<file path="config.mk">
export PLATFORM = sky130hd
export DESIGN_NAME = multicycle_control
export DESIGN_NICKNAME = d
export VERILOG_FILES = /design/src/rtl/mips_pkg.sv /design/src/rtl/alu_decoder.sv /design/src/rtl/multicycle_control.sv
export SDC_FILE = /design/constraint.sdc
export NUM_CORES = 1
export LEC_CHECK = 0
export CAP_MARGIN = 5
export CELL_PAD_IN_SITES_DETAIL_PLACEMENT = 1
export CELL_PAD_IN_SITES_GLOBAL_PLACEMENT = 1
export CORE_AREA = 10 10 94 96
export DETAILED_ROUTE_END_ITERATION = 8
export DIE_AREA = 0 0 104 106
export PLACE_DENSITY = 0.85
export SLEW_MARGIN = 20
export SYNTH_ARGS = -nofsm -noshare
export SYNTH_HDL_FRONTEND = slang
export SYNTH_SLANG_ARGS = --single-unit
</file>
<file path="constraint.sdc">
create_clock -name clk -period 1.95 [get_ports clk]
set_input_delay 0.195 -clock clk [delete_from_list [all_inputs] [get_ports clk]]
set_output_delay 0.195 -clock clk [all_outputs]
set_load 0.02 [all_outputs]
</file>
<file path="src/rtl/mips_pkg.sv">
// rtl/mips_pkg.sv - shared opcodes, ALU codes, state and mux encodings for the multicycle MIPS control unit
package mips_pkg;

    localparam logic [5:0] OP_RTYPE = 6'b000000;
    localparam logic [5:0] OP_ADDI  = 6'b001000;
    localparam logic [5:0] OP_ADDIU = 6'b001001;
    localparam logic [5:0] OP_LW    = 6'b100011;
    localparam logic [5:0] OP_SW    = 6'b101011;
    localparam logic [5:0] OP_BEQ   = 6'b000100;
    localparam logic [5:0] OP_J     = 6'b000010;

    // Held at the widest legal ALUControl width; users slice to their own width.
    localparam logic [5:0] ALU_ADD  = 6'b000000;
    localparam logic [5:0] ALU_ADDU = 6'b000001;
    localparam logic [5:0] ALU_SUB  = 6'b000010;

    localparam logic [1:0] SRCB_REG    = 2'b00;
    localparam logic [1:0] SRCB_FOUR   = 2'b01;
    localparam logic [1:0] SRCB_IMM    = 2'b10;
    localparam logic [1:0] SRCB_IMM_SH = 2'b11;

    localparam logic [1:0] PCSRC_ALU    = 2'b00;
    localparam logic [1:0] PCSRC_ALUOUT = 2'b01;
    localparam logic [1:0] PCSRC_JUMP   = 2'b10;

    typedef enum logic [3:0] {
        IDLE,
        FETCH,
        DECODE,
        MEMADR,
        MEMRD,
        MEMWB,
        MEMWR,
        RTEXE,
        ALUWB,
        IMMEXE,
        BRANCH,
        JUMP
    } state_t;

    // What kind of operation the ALU performs in the current state.
    typedef enum logic [1:0] {
        ALU_CLS_ADD,
        ALU_CLS_SUB,
        ALU_CLS_FUNCT,
        ALU_CLS_IMM
    } alu_cls_t;

    // Successor of DECODE; FETCH marks an unsupported opcode.
    function automatic state_t decode_target(input logic [5:0] opcode);
        state_t target;
        case (opcode)
            OP_RTYPE:        target = RTEXE;
            OP_ADDI, OP_ADDIU: target = IMMEXE;
            OP_LW, OP_SW:    target = MEMADR;
            OP_BEQ:          target = BRANCH;
            OP_J:            target = JUMP;
            default:         target = FETCH;
        endcase
        return target;
    endfunction

endpackage

</file>
<file path="src/rtl/alu_decoder.sv">
// rtl/alu_decoder.sv - maps the state's ALU class plus opcode/funct onto ALUControl
// alu_cls     : operation class requested by the current FSM state
// opcode      : instruction opcode, picks add/addu for immediate arithmetic
// funct       : R-type function field, passed through truncated to ALUCTRL_W
// alu_control : ALU operation code, ALUCTRL_W bits
module alu_decoder
    import mips_pkg::*;
#(
    parameter int ALUCTRL_W = 4
) (
    input  alu_cls_t              alu_cls,
    input  logic [5:0]            opcode,
    input  logic [5:0]            funct,
    output logic [ALUCTRL_W-1:0]  alu_control
);

    // Upper funct bits are legitimately ignored when ALUCTRL_W < 6.
    logic unused_funct;
    assign unused_funct = ^funct;

    always_comb begin
        alu_control = ALU_ADD[ALUCTRL_W-1:0];
        case (alu_cls)
            ALU_CLS_ADD:   alu_control = ALU_ADD[ALUCTRL_W-1:0];
            ALU_CLS_SUB:   alu_control = ALU_SUB[ALUCTRL_W-1:0];
            ALU_CLS_FUNCT: alu_control = funct[ALUCTRL_W-1:0];
            ALU_CLS_IMM:   alu_control = (opcode == OP_ADDIU) ? ALU_ADDU[ALUCTRL_W-1:0]
                                                             : ALU_ADD[ALUCTRL_W-1:0];
            default:       alu_control = ALU_ADD[ALUCTRL_W-1:0];
        endcase
    end

endmodule

</file>
<file path="src/rtl/multicycle_control.sv">
// rtl/multicycle_control.sv - Moore FSM control unit for the multicycle MIPS datapath
// clk, rst_n                      : clock, asynchronous active-low reset
// opcode, funct, zero, mem_ready  : instruction fields, ALU zero flag, memory handshake
// MemRead..PCWrite                : datapath control, combinational from state
// illegal                         : high during DECODE of an unsupported opcode
// retired                         : wrapping count of completed instructions
module multicycle_control
    import mips_pkg::*;
#(
    parameter int ALUCTRL_W = 4,
    parameter int CNT_W     = 32
) (
    input  logic                  clk,
    input  logic                  rst_n,
    input  logic [5:0]            opcode,
    input  logic [5:0]            funct,
    input  logic                  zero,
    input  logic                  mem_ready,
    output logic                  MemRead,
    output logic                  MemWrite,
    output logic                  IorD,
    output logic                  IRWrite,
    output logic                  RegDst,
    output logic                  MemtoReg,
    output logic                  RegWrite,
    output logic                  ALUSrcA,
    output logic [1:0]            ALUSrcB,
    output logic [ALUCTRL_W-1:0]  ALUControl,
    output logic [1:0]            PCSrc,
    output logic                  PCWrite,
    output logic                  illegal,
    output logic [CNT_W-1:0]      retired
);

    state_t           state_q, state_d;
    logic             imm_q;
    logic [CNT_W-1:0] retired_q;
    logic             retire;
    alu_cls_t         alu_cls;
    state_t           dec_target;

    assign dec_target = decode_target(opcode);

    always_ff @(posedge clk or negedge rst_n) begin
        if (!rst_n) begin
            state_q   <= IDLE;
            imm_q     <= 1'b0;
            retired_q <= '0;
        end else begin
            state_q <= state_d;
            // ALUWB is shared by R-type and immediate ops; remember which one led here.
            imm_q   <= (state_q == IMMEXE);
            if (retire) begin
                retired_q <= retired_q + CNT_W'(1);
            end
        end
    end

    always_comb begin
        state_d  = state_q;
        MemRead  = 1'b0;
        MemWrite = 1'b0;
        IorD     = 1'b0;
        IRWrite  = 1'b0;
        RegDst   = 1'b0;
        MemtoReg = 1'b0;
        RegWrite = 1'b0;
        ALUSrcA  = 1'b0;
        ALUSrcB  = SRCB_REG;
        alu_cls  = ALU_CLS_ADD;
        PCSrc    = PCSRC_ALU;
        PCWrite  = 1'b0;
        illegal  = 1'b0;
        retire   = 1'b0;

        case (state_q)
            IDLE: begin
                state_d = FETCH;
            end
            FETCH: begin
                MemRead = 1'b1;
                ALUSrcB = SRCB_FOUR;
                if (mem_ready) begin
                    IRWrite = 1'b1;
                    PCWrite = 1'b1;
                    state_d = DECODE;
                end
            end
            DECODE: begin
                // Precompute the branch target while the opcode is examined.
                ALUSrcB = SRCB_IMM_SH;
                state_d = dec_target;
                illegal = (dec_target == FETCH);
            end
            MEMADR: begin
                ALUSrcA = 1'b1;
                ALUSrcB = SRCB_IMM;
                state_d = (opcode == OP_LW) ? MEMRD : MEMWR;
            end
            MEMRD: begin
                MemRead = 1'b1;
                IorD    = 1'b1;
                if (mem_ready) begin
                    state_d = MEMWB;
                end
            end
            MEMWB: begin
                RegWrite = 1'b1;
                MemtoReg = 1'b1;
                retire   = 1'b1;
                state_d  = FETCH;
            end
            MEMWR: begin
                MemWrite = 1'b1;
                IorD     = 1'b1;
                if (mem_ready) begin
                    retire  = 1'b1;
                    state_d = FETCH;
                end
            end
            RTEXE: begin
                ALUSrcA = 1'b1;
                ALUSrcB = SRCB_REG;
                alu_cls = ALU_CLS_FUNCT;
                state_d = ALUWB;
            end
            ALUWB: begin
                RegWrite = 1'b1;
                RegDst   = ~imm_q;
                retire   = 1'b1;
                state_d  = FETCH;
            end
            IMMEXE: begin
                ALUSrcA = 1'b1;
                ALUSrcB = SRCB_IMM;
                alu_cls = ALU_CLS_IMM;
                state_d = ALUWB;
            end
            BRANCH: begin
                ALUSrcA = 1'b1;
                ALUSrcB = SRCB_REG;
                alu_cls = ALU_CLS_SUB;
                PCSrc   = PCSRC_ALUOUT;
                PCWrite = zero;
                retire  = 1'b1;
                state_d = FETCH;
            end
            JUMP: begin
                PCSrc   = PCSRC_JUMP;
                PCWrite = 1'b1;
                retire  = 1'b1;
                state_d = FETCH;
            end
            default: begin
                state_d = IDLE;
            end
        endcase
    end

    alu_decoder #(
        .ALUCTRL_W (ALUCTRL_W)
    ) u_alu_decoder (
        .alu_cls     (alu_cls),
        .opcode      (opcode),
        .funct       (funct),
        .alu_control (ALUControl)
    );

    assign retired = retired_q;

endmodule

</file>
==> qor.txt, run 1 <==
YS chip area -> 2384 um^2
Crit Reg-Reg Startpoint -> state_q[2]$_DFFE_PN0P_
Post-synth EDFFs -> 0
Port-buffer cells -> 63
post-synth top area cell -> dfrtp_1
Fin. Hold Viols -> 5
First-pass DRT Iterations -> 4
first-pass GRT wire length -> 13.17 mm
ys async rst share -> 1.000
floorplan utilization -> 0.3376
drt drc -> 0
Syn Inst Count -> 233
fmax -> 521.1 MHz
detailed placement HPWL -> 5.947 mm
antenna violations before repair -> 0
tool warning count -> 29
RSZ-0062 raised after global routing -> yes
drt via density -> 5.440
Max-area cell share -> 0.3885
Reg2Reg Depth -> 5
largest net degree at the start of global routing -> 38
layout filler cell count -> 820
Final GP Congestion -> 0.8320
Worst Path Required -> 1.75 ns
pre-CTS WS -> -0.3885 ns
GR peak layer -> met2
grt total ovfl -> 0
routed length per instance -> 19.83 um
Overall Global Routing Usage -> 0.1412
met1 GRT Util -> 0.1754
fin crit share -> 0.9841
sequential area share after synthesis -> 0.3885
syn nets -> 250
status -> finished with violations
# setup viols final -> 0
M3 GR Usage -> 0.03140
total CTS buffers -> 5
Worst VDD drop -> 0.7599 mV
met2 usage -> 0.2441
CTS tree -> built
Static Leakage -> 1.265 nW
Hold Path Class -> input pin to asynchronous set/reset pin
initial DRC count -> 160
Slew @ Worst Pin -> 0.8478 ns
clock sink total -> 37
hold slack -> -0.005327 ns
Setup crit end kind -> primary output
Final TNS setup -> 0 ns
end of the worst register-to-register path -> retired[11]$_DFFE_PN0P_
Final Routed Wirelength -> 8.429 mm
Yosys warning count -> 0
slew margin rel. -> 0.4348
Antenna Violating Nets Remaining -> 0
Cell area leaders -> dfrtp_1 39%, xor2_1 9.9%, a2111oi_2 8.8%
clock buffer depth -> 2
Post-DP Area -> 3326 um^2
nets@finish -> 342
Worst-path clk slew -> 0.08 ns
H-tree depth -> 2
vias -> 2312
Placement Rows -> 31
vias in the first global route -> 2437
width of the die -> 104 um
violated checks -> hold timing
Pins Over Slew Limit -> 0
core area -> 7059 um^2
Worst Path Max Fanout -> 9
Arrival @ worst endpoint -> 1.72 ns
Max Cap Violations -> 0
critical path type -> register to primary output
Worst R2R Setup Slack -> 0.04 ns
diode count -> 0
syn avg cell area -> 10.23 um^2
[run 1: worst max-delay path by stage]
stage,from,to,cells after the start
6_report,state_q[2]$_DFFE_PN0P_,IRWrite,4
5_1_grt,state_q[3]$_DFFE_PN0P_,retired[27]$_DFFE_PN0P_,6
4_1_cts,opcode[5],illegal,5
3_5_place_dp,opcode[5],illegal,5
3_3_place_gp,opcode[5],illegal,5
2_1_floorplan,state_q[0]$_DFFE_PN0P_,state_q[0]$_DFFE_PN0P_,4
[run 1: cell usage in the layout, fill, tap and decap left out, types with 7 or more instances in the layout]
master / count
and4_1: 7
a2111oi_2: 12
buf_4: 32
dfrtp_1: 37
nor2_1: 13
a211oi_1: 15
a21oi_1: 8
dlygate4sd2_1: 9
nand3_1: 12
inv_1: 7
clkdlybuf4s50_1: 44
xor2_1: 27
nand2_1: 15
[run 1: metrics by stage]
| step | instances | power, W |
|---|---|---|
| floorplan | 233 | 0.002561 |
| global placement | 416 | 0.003618 |
| detailed placement | 416 | 0.003707 |
| CTS | 424 | 0.004452 |
| global route | 425 | 0.004772 |
| finish | 425 | 0.004513 |
[run 1: worst max-delay path: stages, from the launching register on]
cell and delay (ns):
dfrtp_1 0.48, buf_4 0.22, nor2_1 0.21, and3_1 0.19, dlygate4sd2_1 0.34
[run 1: cell type report]
| type | instances | area share |
|---|---|---|
| Clock buffer | 5 | 0.01976 |
| Clock inverter | 3 | 0.01868 |
| Inverter | 9 | 0.009702 |
| Multi-Input combinational cell | 176 | 0.4075 |
| Sequential cell | 37 | 0.2659 |
| Tap cell | 99 | 0.03557 |
| Timing Repair Buffer | 96 | 0.2429 |
[run 1: report_power, final]
part | switching (W) | internal [W] | total [W]
logic | 0.00149 | 0.00105 | 0.00254
registers | 0.000240 | 0.000929 | 0.00117
clock network | 0.000293 | 0.000508 | 0.000801
total | 0.00203 | 0.00249 | 0.00451
[run 1: sequential cells by signal (all words and copies together), names as in the netlist]
| name | count |
|---|---|
| imm_q | 1 |
| retired | 32 |
| state_q | 4 |
[run 1: routing by layer]
layer,wire length (um),vias to the layer above
met4,96,0
met1,3689,1173
li1,-,1065
met3,380,8
met2,4263,66
met5,0,-
[run 1: cell families after synthesis]
group | synth area share
AND-OR/OR-AND | 0.2231
buffers and inverters | 0.04252
adder cells (fa/ha/maj) | 0.005249
multiplexers | 0.01732
flip-flops | 0.3885
XOR/XNOR | 0.1213
AND/OR/NAND/NOR | 0.2021
[run 1: Yosys cell counts, drive strengths merged (2+ instances only)]
master   number
a2111oi      14
a211oi       15
a21o          3
a21oi         9
and2          4
and3          3
and4          7
buf           6
clkbuf        6
dfrtp        37
inv           8
mux2i         3
nand2        15
nand2b        5
nand3        12
nand4         8
nor2         13
nor2b         3
nor3          2
nor4          3
o21ai         3
o22a          2
o31a          2
or4           2
xnor2         6
xor2         27
[run 1: timing repair]
action,4_1_cts,5_1_grt
cloned,0,1
resized,23,19
hold buffers,0,0
endpoints found under the setup margin,18,24
pin swaps,0,2
==> run_1/clock_wires.png <==
Scale bar: 20 um.
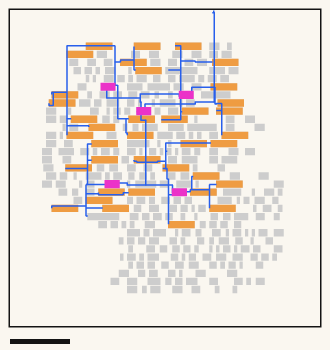
Key: magenta = clock-net drivers [count 5]; blue = clock wires [length 524 um]; orange = flip-flops [count 37]
There are 6 routed clock nets.
worst skew pair latency: 0.30 ns
clk pwr: 0.000801 W
Fin Clk Skew: 0.006166 ns
Clk pwr share: 0.177

==> run_1/closeup.png <==
Region (63, 12) to (93, 42) um. Cells in grey, sequential cells in the stronger grey; small squares are vias.
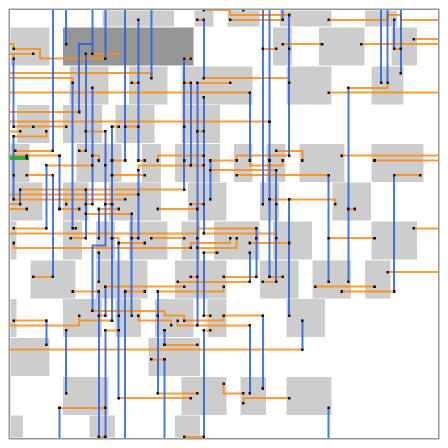
Key: blue = M2; green = M3; orange = M1
Netlist names of flops here include state_q (1). Most frequent: buf_4 (13), nor2_1 (7), dlygate4sd2_1 (7). 54 logic cells have their middle in the window. Sequential cells in the window: 1.

==> run_1/sizing.png <==
Scale bar: 20 um.
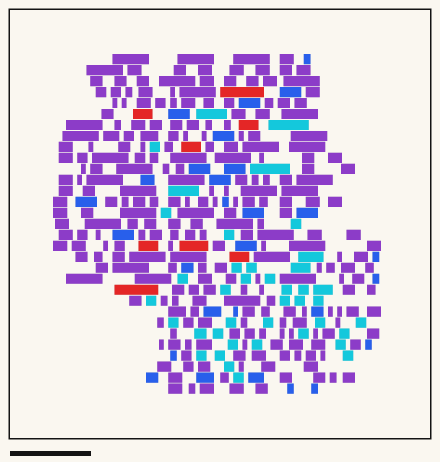
Key: blue = x2 [cells 28, share 8.6%, most used a2111oi_2]; red = x6 and larger [cells 8, share 2.5%, most used clkbuf_8]; purple = x1 and smaller [cells 250, share 77%, most used clkdlybuf4s50_1]; cyan = x3 and x4 [cells 40, share 12%, most used buf_4]
Final WS setup: 0.03092 ns
Buffers, non-clock: 96
area grow syn2layout: 46.09%
Final Cell Area: 3482 um^2

==> run_1/ff_map.png <==
Scale bar: 20 um. Other sequential cells in the stronger grey, the rest of the logic in the fainter grey.
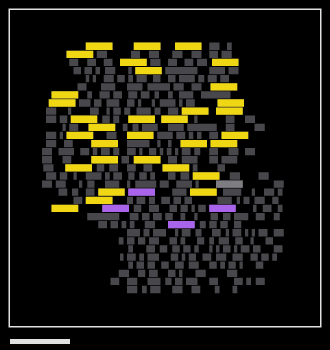
Key: yellow = retired [placed flops 32]; purple = state_q [placed flops 4]
Another 1 sequential cells are not coloured.
Seq group: 0.00117 W
Final Util: 0.4933
Sequential Area: 925.9 um^2

==> run_1/clock_nets.png <==
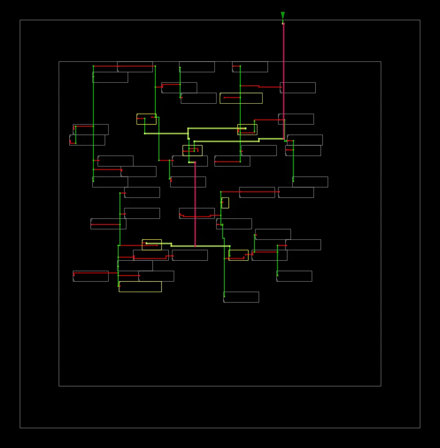

==> run 2: changes to the inputs <==
CORE_AREA = 2 2 86 88   (was 10 10 94 96)
CTS_CLUSTER_SIZE = 20   (was not set)
DIE_AREA = 0 0 88 90   (was 0 0 104 106)
==> run_2/clock_nets.png <==
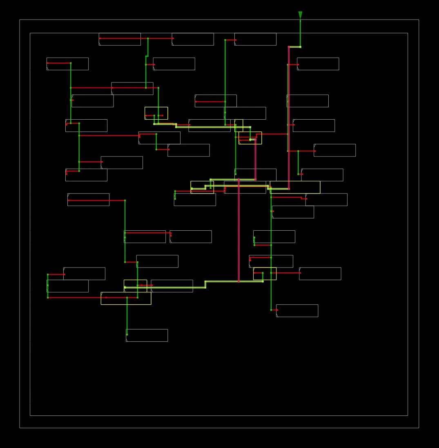
clock sink total: 37
Clock buffer cells: 5
Fin Clk Skew: 0.01082 ns

==> run_2/clock_wires.png <==
Scale bar: 20 um.
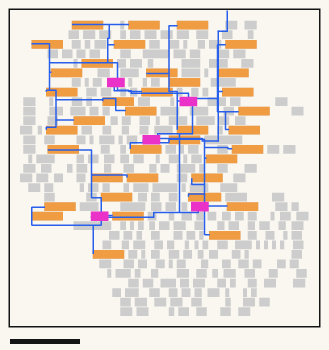
Key: magenta = clock-net drivers [count 5]; blue = clock wires [length 555 um]; orange = flip-flops [count 37]
There are 6 routed clock nets.
clk pwr: 0.000803 W
Clk pwr share: 0.185

==> run 2 against run 1 <==
Compared with the run above:
- the flow now finishes without violations
- global-route usage rose by 4.7 points
- register-to-register slack improved by 0.06 ns
- critical endpoint is now illegal
- worst setup slack improved by 0.017 ns
- highest routed layer unchanged
==> qor.txt, run 2 <==
worst-path cell chain -> clkdlybuf4s50_1, buf_4, a2111o_1, a21oi_2, nor4_2, dlygate4sd2_1
ys async rst share -> 1.000 (unchanged)
Max-area cell share -> 0.3885 (unchanged)
Worst-path clk slew -> 0.08 ns (about the same)
H-tree depth -> 2 (unchanged)
total CTS buffers -> 5 (unchanged)
Root Buffer -> clkbuf_8
tool warning count -> 29 (unchanged)
met2 usage -> 0.2999 (+0.05576)
CP Launch Type -> input pin
Final Cell Area -> 3491 um^2 (+0.25%)
worst skew pair latency -> 0.30 ns (about the same)
Cell Type Count -> 51
Final Routed Wirelength -> 6.941 mm (-18%)
Commonest Layout Cell -> clkdlybuf4s50_1
end of the worst register-to-register path -> retired[25]$_DFFE_PN0P_
fin crit share -> 0.9756 (-0.008500)
CTS tree -> built
Setup crit end kind -> primary output
floorplan utilization -> 0.3395 (+0.001865)
diode count -> 0 (unchanged)
Max Cap Violations -> 0 (unchanged)
Final Total Pwr -> 0.004353 W (-3.5%)
met1 GRT Util -> 0.2548 (+0.07934)
syn nets -> 250 (unchanged)
syn avg cell area -> 10.23 um^2 (unchanged)
YS chip area -> 2384 um^2 (unchanged)
vias in the first global route -> 2390 (-1.9%)
critical path type -> input pin to primary output
layout filler cell count -> 784 (-4.4%)
die height -> 90 um
Port-buffer cells -> 63 (unchanged)
max reg flops -> 32 (unchanged)
M3 GR Usage -> 0.03765 (+0.006248)
routed length per instance -> 16.37 um (-17%)
# setup viols final -> 0 (unchanged)
drt via density -> 5.321 (-2.2%)
post-synthesis cell type with the largest instance count -> dfrtp_1
Final GP Congestion -> 0.8377 (+0.69%)
post-synthesis register bit count -> 37
Worst Path Max Fanout -> 5 (-4)
Syn Inst Count -> 233 (unchanged)
Crit Reg-Reg Startpoint -> retired[10]$_DFFE_PN0P_
Yosys warning count -> 0 (unchanged)
Final TNS setup -> 0 ns (unchanged)
most frequent cells in the layout -> 44 x clkdlybuf4s50_1, 36 x dfrtp_1, 29 x buf_4, 27 x xor2_1
PD cells -> 1247 nW/um^2
Hold Path Class -> input pin to asynchronous set/reset pin
Slew @ Worst Pin -> 0.5096 ns (-0.3383 ns)
Tmin final -> 1.903 ns
Worst Path Required -> 1.75 ns (about the same)
grt total ovfl -> 0 (unchanged)
nets@finish -> 341 (-0.29%)
Sequential Area -> 927.1 um^2 (+0.14%)
synth cell count leaders -> 37 x dfrtp_1, 27 x xor2_1, 15 x a211oi_1, 15 x nand2_1, 14 x a2111oi_2
Reg2Reg Depth -> 4 (-1)
vias -> 2256 (-2.4%)
yosys cell count -> 233
slowest stage delay, CP -> 0.43 ns (-0.05 ns)
Post-synth EDFFs -> 0 (unchanged)
Pins Over Slew Limit -> 0 (unchanged)
Worst VDD drop -> 0.6233 mV (-18%)
width of the die -> 88 um (-15%)
clock buffer depth -> 2 (unchanged)
Fin. Hold Viols -> 0 (-5)
antenna violations before repair -> 0 (unchanged)
hold slack -> 0.3893 ns (+0.3946 ns)
slowest CP cell -> clkdlybuf4s50_1
Final Util -> 0.4972 (+0.003973)
drt drc -> 0 (unchanged)
layout cells sized above 1 -> 0.2185
Overall Global Routing Usage -> 0.1882 (+0.04699)
Placement Rows -> 31 (unchanged)
area grow syn2layout -> 46.46%
first-pass GRT wire length -> 11.96 mm (-9.2%)
RSZ-0062 raised after global routing -> yes
Arrival @ worst endpoint -> 1.71 ns (about the same)
Comb area -> 1380 um^2
Commonest flop -> dfrtp_1
post-synth top area cell -> dfrtp_1
sequential area share after synthesis -> 0.3885 (unchanged)
GR peak layer -> met2
Post-DP Area -> 3343 um^2 (+0.53%)
IO Pins -> 66
Worst R2R Setup Slack -> 0.10 ns (+0.06 ns)
initial DRC count -> 75 (-53%)
First-pass DRT Iterations -> 4 (unchanged)
slew margin rel. -> 0.6603 (+0.2255)
largest net degree at the start of global routing -> 32 (-16%)
Cell area leaders -> dfrtp_1 39%, xor2_1 9.9%, a2111oi_2 8.8%
chip area -> 7920 um^2
detailed placement HPWL -> 5.182 mm (-13%)
Static Leakage -> 1.283 nW (+1.4%)
core area -> 7020 um^2 (-0.55%)
cell area after synthesis -> 2384 um^2
status -> finished clean
Antenna Violating Nets Remaining -> 0 (unchanged)
fmax -> 525.6 MHz (+0.87%)
-- run 2: routing by layer --
layer	up-vias	share of wire	routed length [um]
li1	1060	-	-
met1	1130	0.46	3203
met2	56	0.48	3365
met3	10	0.041	282
met4	0	0.013	90
met5	-	0	0
-- run 2: worst max path at each step --
stage                      startpoint                endpoint  slack, ns  cells past startpoint
2_1_floorplan  state_q[0]$_DFFE_PN0P_  state_q[0]$_DFFE_PN0P_       0.02                      4
3_3_place_gp                opcode[1]                 illegal      -0.21                      5
3_5_place_dp                opcode[2]           ALUControl[0]      -0.28                      5
4_1_cts                     opcode[5]                 illegal       0.03                      6
5_1_grt                     opcode[5]                 illegal      -0.03                      6
6_report                    opcode[5]                 illegal       0.05                      6
-- run 2: critical path, delay by kind of cell --
family | cells | cell delay [ns]
compound gates | 2 | 0.53
buf+inv | 3 | 0.92
simple gates | 1 | 0.06
-- run 2: layout make-up --
cell class                      instances  share of cell area
Clock buffer                            5             0.01971
Inverter                                9            0.009677
Tap cell                               99             0.03548
Multi-Input combinational cell        175              0.3953
Clock inverter                          3             0.01864
Timing Repair Buffer                   96              0.2556
Sequential cell                        37              0.2656
-- run 2: cells by family after synthesis --
kind of cell    count (synthesis)  synth area share
xor+xnor                       33            0.1213
mux                             4           0.01732
flops                          37            0.3885
fa+ha+maj                       1          0.005249
compound gates                 57            0.2231
simple gates                   80            0.2021
buf+inv                        21           0.04252
-- run 2: what timing repair did --
action | in CTS | in global routing
hold buffers | 1 | 0
cloned | 0 | 0
setup endpoints to repair | 18 | 8
endpoints found under the hold margin | 18 | 0
buffers inserted | 0 | 0
resized | 21 | 10
-- run 2: through the flow --
step,setup slack [ns],cells
after global placement,-0.2147,415
final,0.04750,424
after floorplan,0.02408,233
after global routing,-0.03084,424
after detailed placement,-0.2781,415
after CTS,0.02902,424
-- run 2: report_power, final --
group,internal (W),leakage (nW),switching (W)
combinational,0.00104,0.834,0.00133
sequential,0.000931,0.381,0.000249
clock,0.000508,0.0681,0.000295
total,0.00248,1.28,0.00188
==> run 3: changes to the inputs <==
CORE_AREA = 2 2 99 77   (was 2 2 86 88)
DIE_AREA = 0 0 101 79   (was 0 0 88 90)
PLACE_DENSITY = 0.84   (was 0.85)
==> run_3/clock_nets.png <==
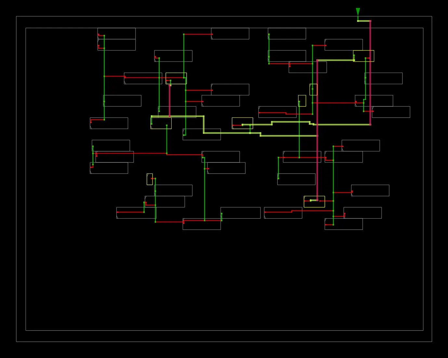
clk pwr: 0.000533 W
Fin Clk Skew: 0.008274 ns
total CTS buffers: 5
Clock buffer cells: 6

==> run 3 against run 2 <==
Compared with the run above:
- largest cell class unchanged
- power decreased by 5.2%
- sequential power is essentially flat
- critical path type unchanged
- hold slack worse by 0.39 ns
- the flow now finishes with violations (hold timing)
- sequential cell count stayed put
- clock skew is 0.0025 ns lower
- utilization shrank 2.1 points
- register-to-register slack barely moved
- critical path depth unchanged
- global-route usage down 0.35 points
- fmax is 1.6% lower
==> qor.txt, run 3 <==
status -> finished with violations
area grow syn2layout -> 41.78%
CTS tree -> built
pre-CTS WS -> -0.3035 ns (-0.02537 ns)
Hold Path Class -> input pin to asynchronous set/reset pin
vias -> 2211 (-2.0%)
sequential area share after synthesis -> 0.3885 (unchanged)
Max Cap Violations -> 0 (unchanged)
PD cells -> 1221 nW/um^2 (-2.1%)
Final Routed Wirelength -> 7.188 mm (+3.6%)
diode count -> 0 (unchanged)
Worst Path Required -> 1.75 ns (about the same)
largest net degree at the start of global routing -> 38 (+19%)
Port-buffer cells -> 63 (unchanged)
post-synthesis register bit count -> 37 (unchanged)
worst skew pair latency -> 0.30 ns (about the same)
Static Leakage -> 1.249 nW (-2.6%)
core area -> 7094 um^2 (+1.1%)
clock sink total -> 37 (unchanged)
slowest CP cell -> clkdlybuf4s50_1
Crit Reg-Reg Startpoint -> state_q[3]$_DFFE_PN0P_
antenna violations before repair -> 0 (unchanged)
ys async rst share -> 1.000 (unchanged)
Worst Path Max Fanout -> 3 (-2)
Post-synth EDFFs -> 0 (unchanged)
Commonest flop -> dfrtp_1
hold_buf cts -> 0 (-1)
hold slack -> -0.005623 ns (-0.3949 ns)
IO Pins -> 66 (unchanged)
most frequent cells in the layout -> 44 x clkdlybuf4s50_1, 34 x dfrtp_1, 28 x buf_4, 27 x xor2_1
syn avg cell area -> 10.23 um^2 (unchanged)
Setup crit end kind -> primary output
Yosys warning count -> 0 (unchanged)
H-tree depth -> 2 (unchanged)
Final GP Congestion -> 0.7912 (-5.6%)
worst-path cell chain -> clkdlybuf4s50_1, buf_4, a2111o_1, a21oi_2, nor4_2, clkdlybuf4s15_1
Crit path max-delay family -> buffers and inverters
YS chip area -> 2384 um^2 (unchanged)
CP Launch Type -> input pin
tool warning count -> 28 (-3.4%)
cell area after synthesis -> 2384 um^2 (unchanged)
Placement Rows -> 27 (-13%)
Fin. Hold Viols -> 22 (+22)
Overall Global Routing Usage -> 0.1847 (-0.003506)
Root Buffer -> clkbuf_8
initial DRC count -> 78 (+4.0%)
Worst R2R Setup Slack -> 0.11 ns (about the same)
Cell area leaders -> dfrtp_1 39%, xor2_1 9.9%, a2111oi_2 8.8%
violated checks -> hold timing
slew margin rel. -> 0.4478 (-0.2125)
chip area -> 7979 um^2 (+0.74%)
Antenna Violating Nets Remaining -> 0 (unchanged)
grt total ovfl -> 0 (unchanged)
synth cell count leaders -> 37 x dfrtp_1, 27 x xor2_1, 15 x a211oi_1, 15 x nand2_1, 14 x a2111oi_2
Reg2Reg Depth -> 6 (+2)
M3 GR Usage -> 0.03433 (-0.003318)
Worst VDD drop -> 0.7908 mV (+27%)
detailed placement HPWL -> 5.103 mm (-1.5%)
Pins Over Slew Limit -> 0 (unchanged)
drt drc -> 0 (unchanged)
switching power total -> 0.001941 W (+3.5%)
first-pass GRT wire length -> 11.67 mm (-2.4%)
Syn Inst Count -> 233 (unchanged)
First-pass DRT Iterations -> 4 (unchanged)
WP depth -> 6 (unchanged)
switching fraction of total power -> 0.4703 (+0.03937)
Comb pwr share -> 0.582 (+0.038)
fin crit share -> 0.9915 (+0.01587)
GR peak layer -> met2
routed length per instance -> 17.62 um (+7.6%)
yosys cell count -> 233 (unchanged)
Reg power frac -> 0.288 (+0.017)
Slew @ Worst Pin -> 0.8283 ns (+0.3187 ns)
critical path type -> input pin to primary output
met2 usage -> 0.2800 (-0.01987)
drt via density -> 5.419 (+1.8%)
# setup viols final -> 0 (unchanged)
max reg flops -> 32 (unchanged)
syn nets -> 250 (unchanged)
clock buffer depth -> 2 (unchanged)
Commonest Layout Cell -> clkdlybuf4s50_1
Tmin final -> 1.933 ns (+0.03094 ns)
Buf/Inv on CP -> 3 (unchanged)
floorplan utilization -> 0.3360 (-0.003533)
post-synth top area cell -> dfrtp_1
slowest stage delay, CP -> 0.45 ns (+0.02 ns)
Final Util -> 0.4764 (-0.02087)
Max-area cell share -> 0.3885 (unchanged)
fmax -> 517.2 MHz (-1.6%)
Pint -> 0.002186 W (-12%)
Cell Type Count -> 51 (unchanged)
Final TNS setup -> 0 ns (unchanged)
Arrival @ worst endpoint -> 1.74 ns (+0.03 ns)
==> run_3/clock_wires.png <==
Scale bar: 20 um.
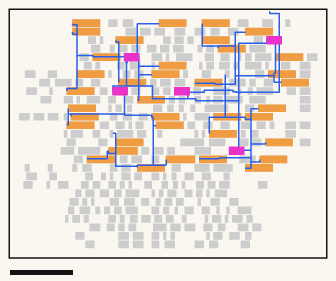
Key: orange = flip-flops [count 37]; blue = clock wires [length 540 um]; magenta = clock-net drivers [count 5]
There are 6 routed clock nets.
Clk pwr share: 0.129

-- run 3: cell counts after synthesis --
No cell type changed its count.
-- run 3: cell type report --
type	instances	area (um^2)
inverters	9	33.78
fillers	792	3715
clock buffers	6	72.57
multi-input cells	175	1394
well taps	87	108.9
flip-flops and latches	37	929.6
repair buffers	92	830.8
clock inverters	2	10.01
-- run 3: repair_timing --
action,in CTS,in global routing
pin swaps,0,2
resized,21,13
buffers inserted,0,1
setup endpoints to repair,18,29
-- run 3: logic make-up (layout without fill, tap and decap cells) --
group                    Yosys count  after routing  share of synthesized area
AND-OR/OR-AND                     57             57                     0.2231
XOR/XNOR                          33             33                     0.1213
adder cells (fa/ha/maj)            1              1                   0.005249
buffers and inverters             21            109                    0.04252
flip-flops                        37             37                     0.3885
multiplexers                       4              4                    0.01732
AND/OR/NAND/NOR                   80             80                     0.2021
-- run 3: how the worst max path moves through the flow --
stage,from,to,slack (ns)
3_5_place_dp,opcode[2],illegal,-0.30
4_1_cts,opcode[5],illegal,0.01
6_report,opcode[5],illegal,0.02
2_1_floorplan,state_q[0]$_DFFE_PN0P_,state_q[0]$_DFFE_PN0P_,0.02
5_1_grt,state_q[3]$_DFFE_PN0P_,retired[11]$_DFFE_PN0P_,-0.01
3_3_place_gp,opcode[2],illegal,-0.22
-- run 3: layer usage --
metal  share of wire  up-vias
li1                -     1052
met4          0.0092        0
met3           0.027        7
met5               0        -
met1            0.50     1118
met2            0.47       34
-- run 3: metrics by stage --
stage,cells,hold WS [ns],total power (W),area [um^2]
detailed placement,399,0.3466,0.003606,3273
global route,408,0.04023,0.004404,3379
global placement,399,0.3480,0.003544,3273
CTS,407,0.02205,0.004078,3348
floorplan,233,-0.1006,0.002561,2384
finish,408,-0.005623,0.004127,3379
-- run 3: power groups by stage --
stage               clock [W]  combinational, W  sequential [W]
global placement            0           0.00236         0.00118
floorplan                   0           0.00129         0.00127
global route         0.000572           0.00261         0.00122
CTS                  0.000546           0.00235         0.00118
detailed placement          0           0.00242         0.00119
finish               0.000533           0.00240         0.00119
Power and IR drop assume default switching activity.
